**config.mk**
```make
export PLATFORM = sky130hd
export DESIGN_NAME = div
export DESIGN_NICKNAME = d
export VERILOG_FILES = /design/src/rtl/mips_defines.sv /design/src/rtl/div.sv
export SDC_FILE = /design/constraint.sdc
export NUM_CORES = 1
export LEC_CHECK = 0
export CORE_MARGIN = 2
export CORE_UTILIZATION = 52
export CTS_CLUSTER_SIZE = 24
export DETAILED_ROUTE_END_ITERATION = 16
export PLACE_DENSITY = 0.83
export SYNTH_ARGS = -nofsm -noshare
export SYNTH_HDL_FRONTEND = slang
export SYNTH_SLANG_ARGS = --single-unit
```
**constraint.sdc**
```tcl
create_clock -name clk -period 5.25 [get_ports clk]
set_clock_uncertainty 0.05 [all_clocks]
set_input_delay 1.05 -clock clk [delete_from_list [all_inputs] [get_ports clk]]
set_output_delay 1.05 -clock clk [all_outputs]
set_load 0.005 [all_outputs]
```
**src/rtl/mips_defines.sv**
```systemverilog
// rtl/mips_defines.sv - shared MIPS pipeline constants and divider state encodings
package mips_defines;

  localparam logic        RSTENABLE  = 1'b1;
  localparam logic        RSTDISABLE = 1'b0;
  localparam logic [31:0] ZEROWORD   = 32'h0000_0000;

  // EX-side aluop codes; EX maps these onto signed_div_i
  localparam logic [7:0] EXE_DIV_OP  = 8'b0001_1010;
  localparam logic [7:0] EXE_DIVU_OP = 8'b0001_1011;

  localparam logic DIV_START = 1'b1;
  localparam logic DIV_STOP  = 1'b0;

  localparam logic DIV_RESULT_READY     = 1'b1;
  localparam logic DIV_RESULT_NOT_READY = 1'b0;

  typedef enum logic [1:0] {
    DIV_FREE    = 2'b00,
    DIV_BY_ZERO = 2'b01,
    DIV_ON      = 2'b10,
    DIV_END     = 2'b11
  } div_state_t;

endpackage

```
**src/rtl/div.sv**
```systemverilog
// rtl/div.sv - multi-cycle radix-2 restoring divider for MIPS DIV/DIVU
module div
  import mips_defines::*;
#(
  parameter int WIDTH = 32
) (
  input  logic               clk,
  input  logic               rst,
  input  logic               signed_div_i,
  input  logic [WIDTH-1:0]   opdata1_i,
  input  logic [WIDTH-1:0]   opdata2_i,
  input  logic               start_i,
  input  logic               annul_i,
  output logic [2*WIDTH-1:0] result_o,
  output logic               ready_o
);

  localparam int              CNT_W     = $clog2(WIDTH);
  localparam logic [CNT_W-1:0] LAST_ITER = CNT_W'(WIDTH - 1);

  div_state_t         state_q, state_nxt;
  logic [CNT_W-1:0]   cnt_q, cnt_nxt;
  logic [WIDTH-1:0]   quo_q, quo_nxt;
  logic [WIDTH-1:0]   rem_q, rem_nxt;
  logic [WIDTH-1:0]   dvs_q, dvs_nxt;
  logic               neg_quo_q, neg_quo_nxt;
  logic               neg_rem_q, neg_rem_nxt;
  logic [2*WIDTH-1:0] result_nxt;
  logic               ready_nxt;

  logic [WIDTH:0]     partial;
  logic [WIDTH:0]     diff;
  logic [WIDTH-1:0]   rem_step;
  logic [WIDTH-1:0]   quo_step;

  function automatic logic [WIDTH-1:0] cond_neg(input logic [WIDTH-1:0] v, input logic en);
    return en ? -v : v;
  endfunction

  // quo_q starts as the dividend magnitude and fills with quotient bits from the LSB
  assign partial  = {rem_q, quo_q[WIDTH-1]};
  assign diff     = partial - {1'b0, dvs_q};
  assign rem_step = diff[WIDTH] ? {rem_q[WIDTH-2:0], quo_q[WIDTH-1]} : diff[WIDTH-1:0];
  assign quo_step = {quo_q[WIDTH-2:0], ~diff[WIDTH]};

  always_ff @(posedge clk) begin
    if (rst == RSTENABLE) begin
      state_q   <= DIV_FREE;
      cnt_q     <= '0;
      quo_q     <= '0;
      rem_q     <= '0;
      dvs_q     <= '0;
      neg_quo_q <= 1'b0;
      neg_rem_q <= 1'b0;
      result_o  <= '0;
      ready_o   <= DIV_RESULT_NOT_READY;
    end else begin
      state_q   <= state_nxt;
      cnt_q     <= cnt_nxt;
      quo_q     <= quo_nxt;
      rem_q     <= rem_nxt;
      dvs_q     <= dvs_nxt;
      neg_quo_q <= neg_quo_nxt;
      neg_rem_q <= neg_rem_nxt;
      result_o  <= result_nxt;
      ready_o   <= ready_nxt;
    end
  end

  always_comb begin
    state_nxt   = state_q;
    cnt_nxt     = cnt_q;
    quo_nxt     = quo_q;
    rem_nxt     = rem_q;
    dvs_nxt     = dvs_q;
    neg_quo_nxt = neg_quo_q;
    neg_rem_nxt = neg_rem_q;
    result_nxt  = result_o;
    ready_nxt   = ready_o;

    case (state_q)
      DIV_FREE: begin
        result_nxt = '0;
        ready_nxt  = DIV_RESULT_NOT_READY;
        if (start_i == DIV_START && annul_i == 1'b0) begin
          if (opdata2_i == '0) begin
            state_nxt = DIV_BY_ZERO;
          end else begin
            state_nxt   = DIV_ON;
            cnt_nxt     = '0;
            quo_nxt     = cond_neg(opdata1_i, signed_div_i & opdata1_i[WIDTH-1]);
            dvs_nxt     = cond_neg(opdata2_i, signed_div_i & opdata2_i[WIDTH-1]);
            rem_nxt     = '0;
            neg_quo_nxt = signed_div_i & (opdata1_i[WIDTH-1] ^ opdata2_i[WIDTH-1]);
            neg_rem_nxt = signed_div_i & opdata1_i[WIDTH-1];
          end
        end
      end

      DIV_BY_ZERO: begin
        state_nxt  = DIV_END;
        result_nxt = '0;
        ready_nxt  = DIV_RESULT_READY;
      end

      DIV_ON: begin
        if (annul_i) begin
          state_nxt  = DIV_FREE;
          result_nxt = '0;
          ready_nxt  = DIV_RESULT_NOT_READY;
        end else begin
          quo_nxt = quo_step;
          rem_nxt = rem_step;
          cnt_nxt = cnt_q + CNT_W'(1);
          // last iteration lands directly in END with the sign fix-up applied
          if (cnt_q == LAST_ITER) begin
            state_nxt  = DIV_END;
            result_nxt = {cond_neg(rem_step, neg_rem_q), cond_neg(quo_step, neg_quo_q)};
            ready_nxt  = DIV_RESULT_READY;
          end
        end
      end

      DIV_END: begin
        if (start_i == DIV_STOP || annul_i) begin
          state_nxt  = DIV_FREE;
          result_nxt = '0;
          ready_nxt  = DIV_RESULT_NOT_READY;
        end
      end

      default: begin
        state_nxt  = DIV_FREE;
        result_nxt = '0;
        ready_nxt  = DIV_RESULT_NOT_READY;
      end
    endcase
  end

endmodule

```
io_fan.png
Scale: 2 px per um.
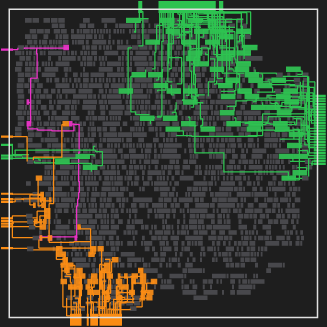
green -> `result_o`  # bits 64, direction output, end cells 64, buffers 64, wire 2800 um
magenta -> `signed_div_i`  # bits 1, direction input, end cells 7, buffers 1, wire 182 um
orange -> `opdata2_i`  # bits 32, direction input, end cells 71, buffers 32, wire 1070 um
IO Port Bufs: 133
IO Pins: 134

layer_met2.png
Scale: 2 px per um.
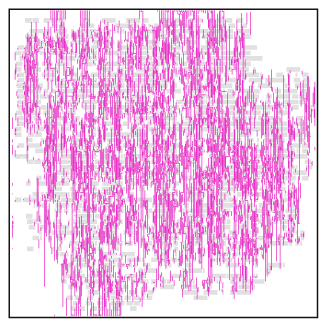
nets with wire on the layer = 1448
share of all routed wire = 44%
M2 GR Usage: 46.79%
DR vias: 11960
Post-Route WL: 36360 um

wires.png
Scale: 4 px per um. Only two layers are drawn.
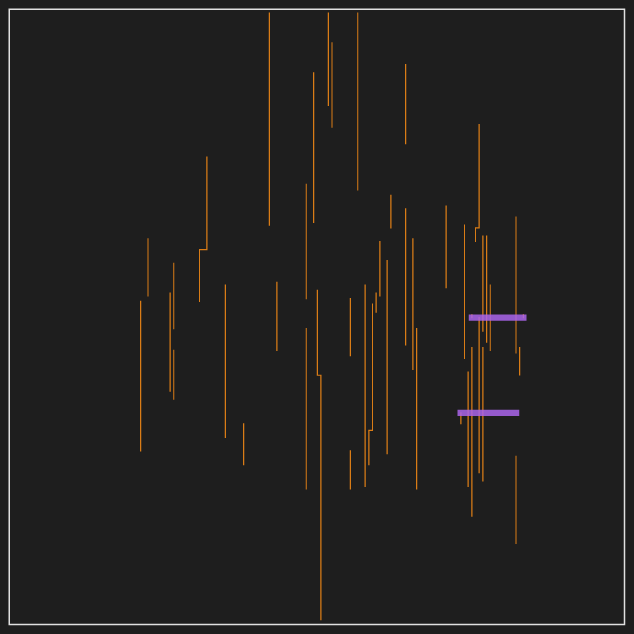
purple -> metal 5  # wire length 26.7 um
orange -> metal 4  # wire length 1220 um
GRT Resource Usage Total: 30.12%
WL/cell: 18.68 um

clocks.png
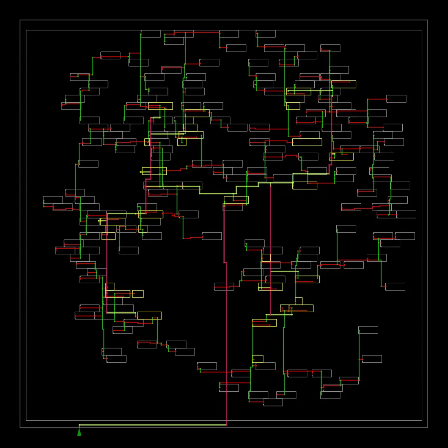
CTS sink cnt: 170
flip-flop and latch count: 170
TritonCTS Buffers: 17
clock buffer count in the final layout: 20
clock network power: 1.26 mW

detail.png
Region (105, 105) to (125, 125) um. Cells in grey, sequential cells in the stronger grey; small squares are vias.
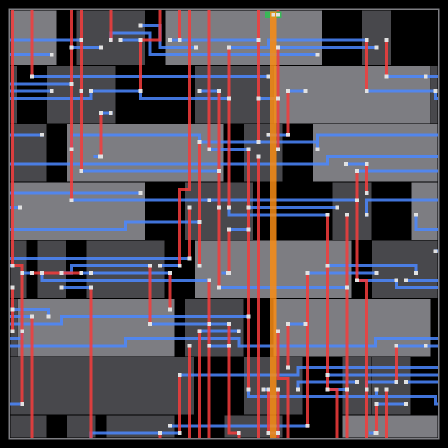
red -> metal 2
blue -> metal 1
orange -> metal 4
green -> metal 3
netlist names of flops here include = `result_o` (8)
most frequent = dfxtp_1 (8), a22o_1 (4), nand2_1 (4)
sequential cells in the window = 8
cells with their middle in the window = 24

==> results.cfg <==
; physical design summary
[cells_and_area]
largest_cell_class = logic gates
clkCellAreaFrac_pct = 4.191
nets = 1767
final_area_um2 = 13730
drive_above_1_share_pct = 5.702
n_fill_cell = 1969
sh_comb_area_pct = 55.63
diodes = 0
layout_top_cell = nand2_1
seq_area_um2 = 3403
comb_area_um2 = 7639
seq-cell-share_pct = 24.78
nNonClkBuffers = 159
buf_share_pct = 11.10
nMultiInputCombCells = 1243
area_growth_pct = 18.29

[setup_path]
cp.required_ns = 5.50
cp-start-kind = flop
worstPathCellList = inv_1 > ha_1 > fa_2 > nand2b_4 > a21o_1 > a2111oi_4 > o21ai_2 > a21oi_4 > nor2_8 > inv_2 > nor2_1 > a21oi_2 > ha_1 > inv_1 > or4b_2 > nor4b_2 > o21ai_1 > o41ai_4 > o2111ai_2 > o31ai_2 > xor2_1 > o21ai_1
cp_num_buf_inv = 3
cp_slowest_stage_delay_ns = 0.68
critPathTopFamily = AND-OR/OR-AND gates
worstSetupPathType = reg2reg
crit_arrival_ns = 5.28

[pwr]
p_per_area_nw_per_um2 = 356.1
finalPower_mw = 4.890
leakage_nw = 5.146

[synth]
yosysTopAreaCell = dfxtp_1
synth_flops = 170
synth.top_cells.by_count = 218 x nand2_1, 184 x nor2_1, 170 x dfxtp_1
mux_area_share_pct = 1.315
area_leaders = dfxtp_1 29%, nand2_1 7.0%, xnor2_1 6.3%, nor2_1 5.9%, a21oi_1 5.6%
adder_share_pct = 4.699
synth_area_um2 = 11610
postSynthSeqShare_pct = 29.32
ys_chip_area_um2 = 11610
top_logic_kind = AND-OR/OR-AND gates
syn_inst = 1573
synthAoiAreaFrac_pct = 26.61
syn_avg_cell_area_um2 = 7.380
synthArstFlopShare_pct = 0
synth_cell_type_count = 77
ys_sh_xor_pct = 10.41

[cts]
cts.clk_slew.worst_paths_ns = 0.07
cts_hold_buffers = 0
cts_max_level = 4
cts_root_buf = clkbuf_16
cts.path.max_buffers = 2
clock_latency_ns = 0.44
cts_tree = built
cts_resized = 0
cts_setup_buffers = 0

[routing]
ant_nets = 0
viasPerCell = 6.145
dr.pass1.iters = 7
met1_length_um = 16020
wl_met3_um = 3013

[timing]
finalSetupTns_ns = 0
slew_headroom_pct = 19.69
worstMarginPinSlew_ns = 1.197
fmax_mhz = 198.9
finalMaxSlewViolations = 0
hold_violations = 0

[die]
nWellTaps = 280
die-area_um2 = 23540
rows = 54

[place]
gp_congestion = 0.9998
post-place-ws_ns = 0.2439
dp_hpwl_um = 27550
dpl_cell_area_um2 = 13100

[global_route]
grt-ovfl-total = 0
grtUsageMet3_pct = 5.217
grt_pass1_wl_um = 57610

[worst_hold_path]
hold_class = reg2reg

[run]
maxCapViolCount = 0

[status]
run_status = finished, final reports clean
## sequential cells by signal, indices dropped and copies added, names as in the netlist
name       flops
dvs_q         32
cnt_q          5
ready_o        1
neg_quo_q      1
quo_q         32
state_q        2
rem_q         32
result_o      64
neg_rem_q      1
## worst register-to-register path: stages (launching register included)
cell       delay [ns]
dfxtp_1          0.36
inv_1            0.08
ha_1             0.22
fa_2             0.35
nand2b_4         0.16
a21o_1           0.20
a2111oi_4        0.42
o21ai_2          0.14
a21oi_4          0.24
nor2_8           0.06
inv_2            0.11
nor2_1           0.07
a21oi_2          0.13
ha_1             0.19
inv_1            0.08
or4b_2           0.68
nor4b_2          0.27
o21ai_1          0.15
o41ai_4          0.11
o2111ai_2        0.28
o31ai_2          0.31
xor2_1           0.16
o21ai_1          0.06
## report_power, final
group / internal, mW / switching [mW] / total [mW] / leakage, nW
combinational: 0.720 / 1.38 / 2.10 / 3.48
clock: 0.697 / 0.563 / 1.26 / 0.283
sequential: 1.40 / 0.128 / 1.53 / 1.38
total: 2.82 / 2.07 / 4.89 / 5.15
## worst paths after layout
path / start / endpoint / slack (ns) / cells after the start
setup / recovery: quo_q[31]$_SDFFE_PP0P_ / result_o[60]$_SDFFE_PP0P_ / 0.22 / 22
hold / removal: result_o[36]$_SDFFE_PP0P_ / result_o[36]$_SDFFE_PP0P_ / 0.40 / 2
setup reg to reg: quo_q[31]$_SDFFE_PP0P_ / result_o[60]$_SDFFE_PP0P_ / 0.22 / 22
hold reg to reg: result_o[36]$_SDFFE_PP0P_ / result_o[36]$_SDFFE_PP0P_ / 0.40 / 2
No activity file was given, so power comes from the tool's default toggle rates.
